### src/rtl/fight_arena_core.sv
// Two-player fighting-game turn resolver: movement, punch/kick, jump evasion,
// per-action cooldowns, HP tracking and KO/timeout winner reporting.
module fight_arena_core #(
    parameter int HP_W       = 2,
    parameter int NPOS       = 3,
    parameter int PUNCH_DMG  = 1,
    parameter int KICK_DMG   = 2,
    parameter int JUMP_CD    = 2,
    parameter int KICK_CD    = 1,
    parameter int TURN_LIMIT = 16
) (
    input  logic            clk,
    input  logic            reset,
    input  logic            en,
    input  logic [5:0]      act1,
    input  logic [5:0]      act2,
    output logic [HP_W-1:0] hp1,
    output logic [HP_W-1:0] hp2,
    output logic [NPOS-1:0] pos1,
    output logic [NPOS-1:0] pos2,
    output logic            game_over,
    output logic [1:0]      winner
);

    localparam int PW = (NPOS > 1) ? $clog2(NPOS) : 1;
    localparam int TW = (TURN_LIMIT > 0) ? $clog2(TURN_LIMIT + 1) : 1;
    localparam int JW = (JUMP_CD > 0) ? $clog2(JUMP_CD + 1) : 1;
    localparam int KW = (KICK_CD > 0) ? $clog2(KICK_CD + 1) : 1;

    localparam logic [HP_W-1:0] HP_MAX = {HP_W{1'b1}};
    localparam logic [HP_W-1:0] PD     = HP_W'(PUNCH_DMG);
    localparam logic [HP_W-1:0] KD     = HP_W'(KICK_DMG);
    localparam logic [PW-1:0]   LAST   = PW'(NPOS - 1);
    localparam logic [TW-1:0]   TL     = TW'(TURN_LIMIT);
    localparam logic [JW-1:0]   JC     = JW'(JUMP_CD);
    localparam logic [KW-1:0]   KC     = KW'(KICK_CD);

    typedef enum logic [2:0] {
        A_PUNCH = 3'd0,
        A_KICK  = 3'd1,
        A_WAIT  = 3'd2,
        A_JUMP  = 3'd3,
        A_LEFT  = 3'd4,
        A_RIGHT = 3'd5
    } act_e;

    typedef enum logic {
        PLAY = 1'b0,
        OVER = 1'b1
    } state_e;

    // Lowest set bit wins; an action still on cooldown degrades to wait.
    function automatic act_e decode(input logic [5:0] a, input logic jump_ok, input logic kick_ok);
        act_e r;
        r = A_WAIT;
        if (a[0]) begin
            r = A_PUNCH;
        end else if (a[1]) begin
            r = kick_ok ? A_KICK : A_WAIT;
        end else if (a[2]) begin
            r = A_WAIT;
        end else if (a[3]) begin
            r = jump_ok ? A_JUMP : A_WAIT;
        end else if (a[4]) begin
            r = A_LEFT;
        end else if (a[5]) begin
            r = A_RIGHT;
        end else begin
            r = A_WAIT;
        end
        return r;
    endfunction

    function automatic logic [HP_W-1:0] sat_sub(input logic [HP_W-1:0] hp, input logic [HP_W-1:0] dmg);
        return (hp > dmg) ? (hp - dmg) : {HP_W{1'b0}};
    endfunction

    function automatic logic [NPOS-1:0] onehot(input logic [PW-1:0] idx);
        logic [NPOS-1:0] r;
        r      = {NPOS{1'b0}};
        r[idx] = 1'b1;
        return r;
    endfunction

    function automatic logic [PW-1:0] step(input logic [PW-1:0] p, input act_e a);
        logic [PW-1:0] r;
        r = p;
        case (a)
            A_LEFT:  r = (p != {PW{1'b0}}) ? (p - PW'(1)) : p;
            A_RIGHT: r = (p != LAST) ? (p + PW'(1)) : p;
            default: r = p;
        endcase
        return r;
    endfunction

    state_e          state_r, state_next_s;
    logic [HP_W-1:0] hp1_r, hp2_r, hp1_next_s, hp2_next_s;
    logic [PW-1:0]   p1_r, p2_r, p1_next_s, p2_next_s, n1_s, n2_s;
    logic [NPOS-1:0] pos1_r, pos2_r;
    logic [JW-1:0]   jcd1_r, jcd2_r, jcd1_next_s, jcd2_next_s;
    logic [KW-1:0]   kcd1_r, kcd2_r, kcd1_next_s, kcd2_next_s;
    logic [TW-1:0]   tc_r, tc_next_s;
    logic            game_over_r;
    logic [1:0]      winner_r, winner_next_s;
    logic [PW:0]     d_s;
    logic [HP_W-1:0] dmg1_s, dmg2_s;
    logic            ko1_s, ko2_s, timeout_s;
    act_e            a1_s, a2_s;

    // State and datapath registers; only enabled PLAY turns update the datapath.
    always_ff @(posedge clk or posedge reset) begin
        if (reset) begin
            state_r     <= PLAY;
            hp1_r       <= HP_MAX;
            hp2_r       <= HP_MAX;
            p1_r        <= {PW{1'b0}};
            p2_r        <= LAST;
            pos1_r      <= {{(NPOS-1){1'b0}}, 1'b1};
            pos2_r      <= {1'b1, {(NPOS-1){1'b0}}};
            jcd1_r      <= {JW{1'b0}};
            jcd2_r      <= {JW{1'b0}};
            kcd1_r      <= {KW{1'b0}};
            kcd2_r      <= {KW{1'b0}};
            tc_r        <= {TW{1'b0}};
            game_over_r <= 1'b0;
            winner_r    <= 2'b00;
        end else begin
            state_r <= state_next_s;
            if (en && (state_r == PLAY)) begin
                hp1_r       <= hp1_next_s;
                hp2_r       <= hp2_next_s;
                p1_r        <= p1_next_s;
                p2_r        <= p2_next_s;
                pos1_r      <= onehot(p1_next_s);
                pos2_r      <= onehot(p2_next_s);
                jcd1_r      <= jcd1_next_s;
                jcd2_r      <= jcd2_next_s;
                kcd1_r      <= kcd1_next_s;
                kcd2_r      <= kcd2_next_s;
                tc_r        <= tc_next_s;
                game_over_r <= (state_next_s == OVER);
                winner_r    <= winner_next_s;
            end
        end
    end

    // Turn resolution from start-of-turn positions, HP and cooldowns.
    always_comb begin
        a1_s = decode(act1, (jcd1_r == {JW{1'b0}}), (kcd1_r == {KW{1'b0}}));
        a2_s = decode(act2, (jcd2_r == {JW{1'b0}}), (kcd2_r == {KW{1'b0}}));
        d_s  = {1'b0, p2_r} - {1'b0, p1_r};

        dmg2_s = {HP_W{1'b0}};
        if ((a1_s == A_PUNCH) && (d_s == (PW+1)'(1))) begin
            dmg2_s = PD;
        end else if ((a1_s == A_KICK) && (d_s <= (PW+1)'(2))) begin
            dmg2_s = KD;
        end else begin
            dmg2_s = {HP_W{1'b0}};
        end
        dmg1_s = {HP_W{1'b0}};
        if ((a2_s == A_PUNCH) && (d_s == (PW+1)'(1))) begin
            dmg1_s = PD;
        end else if ((a2_s == A_KICK) && (d_s <= (PW+1)'(2))) begin
            dmg1_s = KD;
        end else begin
            dmg1_s = {HP_W{1'b0}};
        end
        hp1_next_s = (a1_s == A_JUMP) ? hp1_r : sat_sub(hp1_r, dmg1_s);
        hp2_next_s = (a2_s == A_JUMP) ? hp2_r : sat_sub(hp2_r, dmg2_s);

        // Collision or crossing cancels both moves.
        n1_s = step(p1_r, a1_s);
        n2_s = step(p2_r, a2_s);
        if (n1_s >= n2_s) begin
            p1_next_s = p1_r;
            p2_next_s = p2_r;
        end else begin
            p1_next_s = n1_s;
            p2_next_s = n2_s;
        end

        jcd1_next_s = (a1_s == A_JUMP) ? JC : ((jcd1_r != {JW{1'b0}}) ? (jcd1_r - JW'(1)) : jcd1_r);
        jcd2_next_s = (a2_s == A_JUMP) ? JC : ((jcd2_r != {JW{1'b0}}) ? (jcd2_r - JW'(1)) : jcd2_r);
        kcd1_next_s = (a1_s == A_KICK) ? KC : ((kcd1_r != {KW{1'b0}}) ? (kcd1_r - KW'(1)) : kcd1_r);
        kcd2_next_s = (a2_s == A_KICK) ? KC : ((kcd2_r != {KW{1'b0}}) ? (kcd2_r - KW'(1)) : kcd2_r);

        tc_next_s = (tc_r == TL) ? tc_r : (tc_r + TW'(1));
        ko1_s     = (hp1_next_s == {HP_W{1'b0}});
        ko2_s     = (hp2_next_s == {HP_W{1'b0}});
        timeout_s = (TURN_LIMIT != 0) && (tc_next_s == TL);
    end

    // Next-state logic: PLAY ends on KO or timeout; OVER holds until reset.
    always_comb begin
        state_next_s = state_r;
        case (state_r)
            PLAY: begin
                if (en && (ko1_s || ko2_s || timeout_s)) begin
                    state_next_s = OVER;
                end else begin
                    state_next_s = PLAY;
                end
            end
            OVER:    state_next_s = OVER;
            default: state_next_s = PLAY;
        endcase
    end

    // Winner encoding for the turn being resolved; KO outranks timeout.
    always_comb begin
        winner_next_s = 2'b00;
        if (ko1_s && ko2_s) begin
            winner_next_s = 2'b11;
        end else if (ko2_s) begin
            winner_next_s = 2'b01;
        end else if (ko1_s) begin
            winner_next_s = 2'b10;
        end else if (timeout_s) begin
            if (hp1_next_s > hp2_next_s) begin
                winner_next_s = 2'b01;
            end else if (hp2_next_s > hp1_next_s) begin
                winner_next_s = 2'b10;
            end else begin
                winner_next_s = 2'b11;
            end
        end else begin
            winner_next_s = 2'b00;
        end
    end

    assign hp1       = hp1_r;
    assign hp2       = hp2_r;
    assign pos1      = pos1_r;
    assign pos2      = pos2_r;
    assign game_over = game_over_r;
    assign winner    = winner_r;

endmodule
### config.mk
export PLATFORM = sky130hd
export DESIGN_NAME = fight_arena_core
export DESIGN_NICKNAME = d
export VERILOG_FILES = /design/src/rtl/fight_arena_core.sv
export SDC_FILE = /design/constraint.sdc
export NUM_CORES = 1
export LEC_CHECK = 0
export CAP_MARGIN = 20
export CORE_ASPECT_RATIO = 2
export CORE_MARGIN = 1.5
export CORE_UTILIZATION = 50
export DETAILED_ROUTE_END_ITERATION = 12
export GPL_TIMING_DRIVEN = 0
export HOLD_SLACK_MARGIN = 0.06
export PLACE_DENSITY = 0.75
export RECOVER_POWER = 25
export SLEW_MARGIN = 20
export SYNTH_ARGS = -nofsm -noshare
export SYNTH_HDL_FRONTEND = slang
export SYNTH_SLANG_ARGS = --single-unit
### constraint.sdc
create_clock -name clk -period 4.3 [get_ports clk]
set_input_delay 0.645 -clock clk [delete_from_list [all_inputs] [get_ports clk]]
set_output_delay 0.645 -clock clk [all_outputs]
set_load 0.01 [all_outputs]
### Signal wires on met3

Bar = 10 µm.
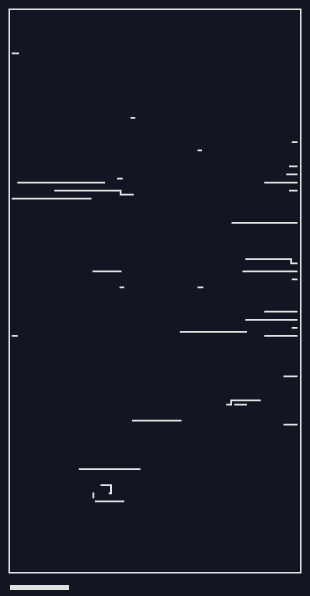
28 nets have wire on it. The layer holds 3.4% of the routed length. The wires run mostly horizontal.

### Cell classes on the final placement

Fill, decap, tap and diode cells in gray.
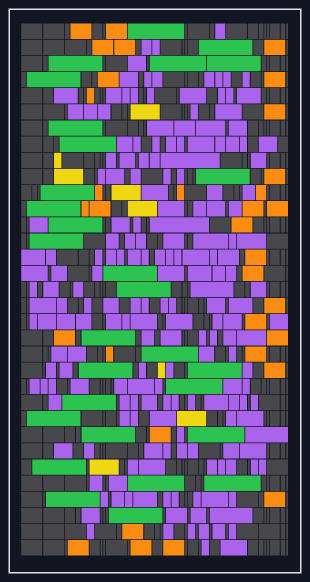
Yellow marks clock drivers and dummy loads, cells 8. Green marks registers, cells 29. Orange marks remaining buffers and delay cells, cells 33. Purple marks remaining logic cells, cells 194.

### Placement view

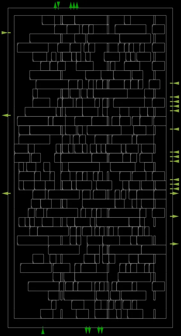
flop share of the area: 28.8%
Core Box Area: 4050 µm²
standard-cell row count: 33
tap cell count: 52
Layout Cells excl Fill: 316

==> Changelog: implementation <==
### Physical design

* Worst min-delay path startpoint: state_r
* Minimum clock period at 4.14 ns
* Placer Congestion at 0.846
* IO Pins at 28
* Most frequent cells in the layout: clkdlybuf4s50_1, nand2_1, dfrtp_1
* AND/OR/NAND/NOR Cells, Area Fraction at 19.6%
* CTS tree: built
* Total net switching power at 201 µW
* Vias in the first global route at 1780
* Die area at 4630 µm²
* CP max FO at 7
* Reg-to-Reg End: winner[0]
* Number of buffers created by CTS at 5
* P_comb at 155 µW
* Yosys stat area at 2100 µm²
* Fin. Hold Viols at 0
* Worst hold stages at 1
* H-tree depth at 2
* Synth flops at 29
* Met2 usage in global routing at 42.6%
* GR Util met1 at 22.6%
* Seq group at 322 µW
* Tot GR Track Use at 22.4%
* Status: completed
* Met3 global-route usage at 4.43%
* Worst Setup Start Kind: flip-flop
* Share of cells above drive strength 1 at 12.9%
* Post-synthesis cell count from yosys at 228
* Yosys xor share at 1.67%
* Synth Cell Area at 2100 µm²
* Post-route DRC at 0
* Layout Nets at 300
* Final setup viols at 0
* Worst path top cell family by delay: adder cells
* Dpl cells at 308
* Via Count at 1789
* Top cells, area: dfrtp_1, ha_1, dfstp_2
* Clock skew at 0.00232 ns
* Hold_buf cts at 0
* Worst path required time at 4.50 ns
* Largest net degree at the start of global routing at 20
* Net Count, Synth at 265
* Switch share at 28.2%
* TritonCTS Sinks at 29
* # port buffers at 27
* Post-synth EDFFs at 0
* Bufs on Longest Clock Path at 2
* Critical Path AT at 4.34 ns
* HP Class: reg -> reg
* Hold Path End: state_r
* DRT Pass-1 Iters at 4
* Critical Path Start: p2_r[0]
* Max cap viols at 0
* Kind of critical path: reg -> reg
* Drt total wl at 4720 µm
* Final Power at 713 µW
* Largest power group: sequential cells
* Area fraction in mux cells at 6.13%
* Synthesis-to-layout area growth at 21.5%
* Post-DP HPWL at 3650 µm
* Placed inst area at 2450 µm²
* Core Density at Floorplan at 51.9%
* Insertion Delay late pin at 0.28 ns
* Pint at 512 µW
* Syn avg cell area at 9.22 µm²
* Die Y at 94.7 µm
* Remaining Overflow, GRT at 0
* CP cell instances: inv_2, ha_1, inv_1, fa_1, inv_1, o21ai_0, or4b_4, fa_1, nand2_1, a211oi_1, a21oi_1, ha_1, a21oi_2, a21oi_1, or3b_2, a31oi_1
* Post-CTS Setup Bufs at 0
* Max-area cell share at 26.2%
* WP buf/inv at 3
* CP Depth at 16
* Slowest-stage cell, CP: or4b_4
* Post-Syn Instances at 228
* OpenROAD warning count at 33
* Fmax at 242 MHz
* Combinational share of power at 21.8%
* N_diodes at 0
* Detail Route Antenna Nets at 0
* Final instance area at 2550 µm²
* Synth area leader: dfrtp_1
* Clk. pwr at 235 µW
* R2r worst-path depth at 16
* Seq/Total Area, Yosys at 34.9%
* Leakage power at 1.03 nW
* GR peak layer: met2
* Max_slew headroom at 30.8%
* Slowest stage delay, CP at 0.54 ns
[final cells by class]
type                       instances  area (µm²)
sequential                        29         736
timing repair buffer              28         274
clock buffer                       8        90.1
multi-input combinational        173        1290
tap                               52        65.1
fill                             384        1490
buffer                             5        20.0
inverter                          21        78.8
[how the worst max path moves through the flow]
stage,endpoint,slack (ns)
6_report,winner[0],0.16
5_1_grt,winner[0],0.009
4_1_cts,winner[0],0.0005
3_5_place_dp,winner[0],-0.07
3_3_place_gp,pos1[2],0.005
2_1_floorplan,winner[0],0.35
[timing repair]
item	4_1_cts	5_1_grt
resized	2	5
pin swaps	0	3
setup endpoints to repair	1	5
[synthesized netlist by cell type (3+ instances only)]
library cell / instances
a21o_1: 5
a21oi_1: 12
a31oi_1: 4
clkbuf_1: 4
dfrtp_1: 22
dfstp_2: 7
fa_1: 3
ha_1: 19
inv_1: 21
mux2_2: 7
mux2i_1: 5
nand2_1: 25
nand2b_1: 5
nand3_1: 5
nor2_1: 18
nor3_1: 4
nor4b_1: 3
o21ai_0: 16
[through the flow]
stage / TNS [ns] / hold slack (ns) / worst slack (ns) / utilization [%]
finish: 0 / 0.467 / 0.163 / 63.1
global route: 0 / 0.515 / 0.00857 / 63.1
CTS: 0 / 0.472 / 0.000485 / 63.0
detailed placement: -0.0748 / 0.458 / -0.0748 / 60.6
global placement: 0 / 0.453 / 0.00461 / 60.2
floorplan: 0 / 0.441 / 0.350 / -
[routing by layer]
metal | share of wire [%] | up-vias
met3 | 3.3 | 9
li1 | - | 882
met5 | 0 | -
met1 | 39 | 855
met2 | 55 | 43
met4 | 2.4 | 0
[sequential cells by signal, indices dropped and copies added, names as in the netlist, 2 cells and up]
signal	count
hp1	2
hp2	2
jcd1_r	2
jcd2_r	2
p1_r	2
p2_r	2
pos1	3
pos2	3
tc_r	5
winner	2
Power figures rest on the tool's default switching activity, not on a simulated workload.
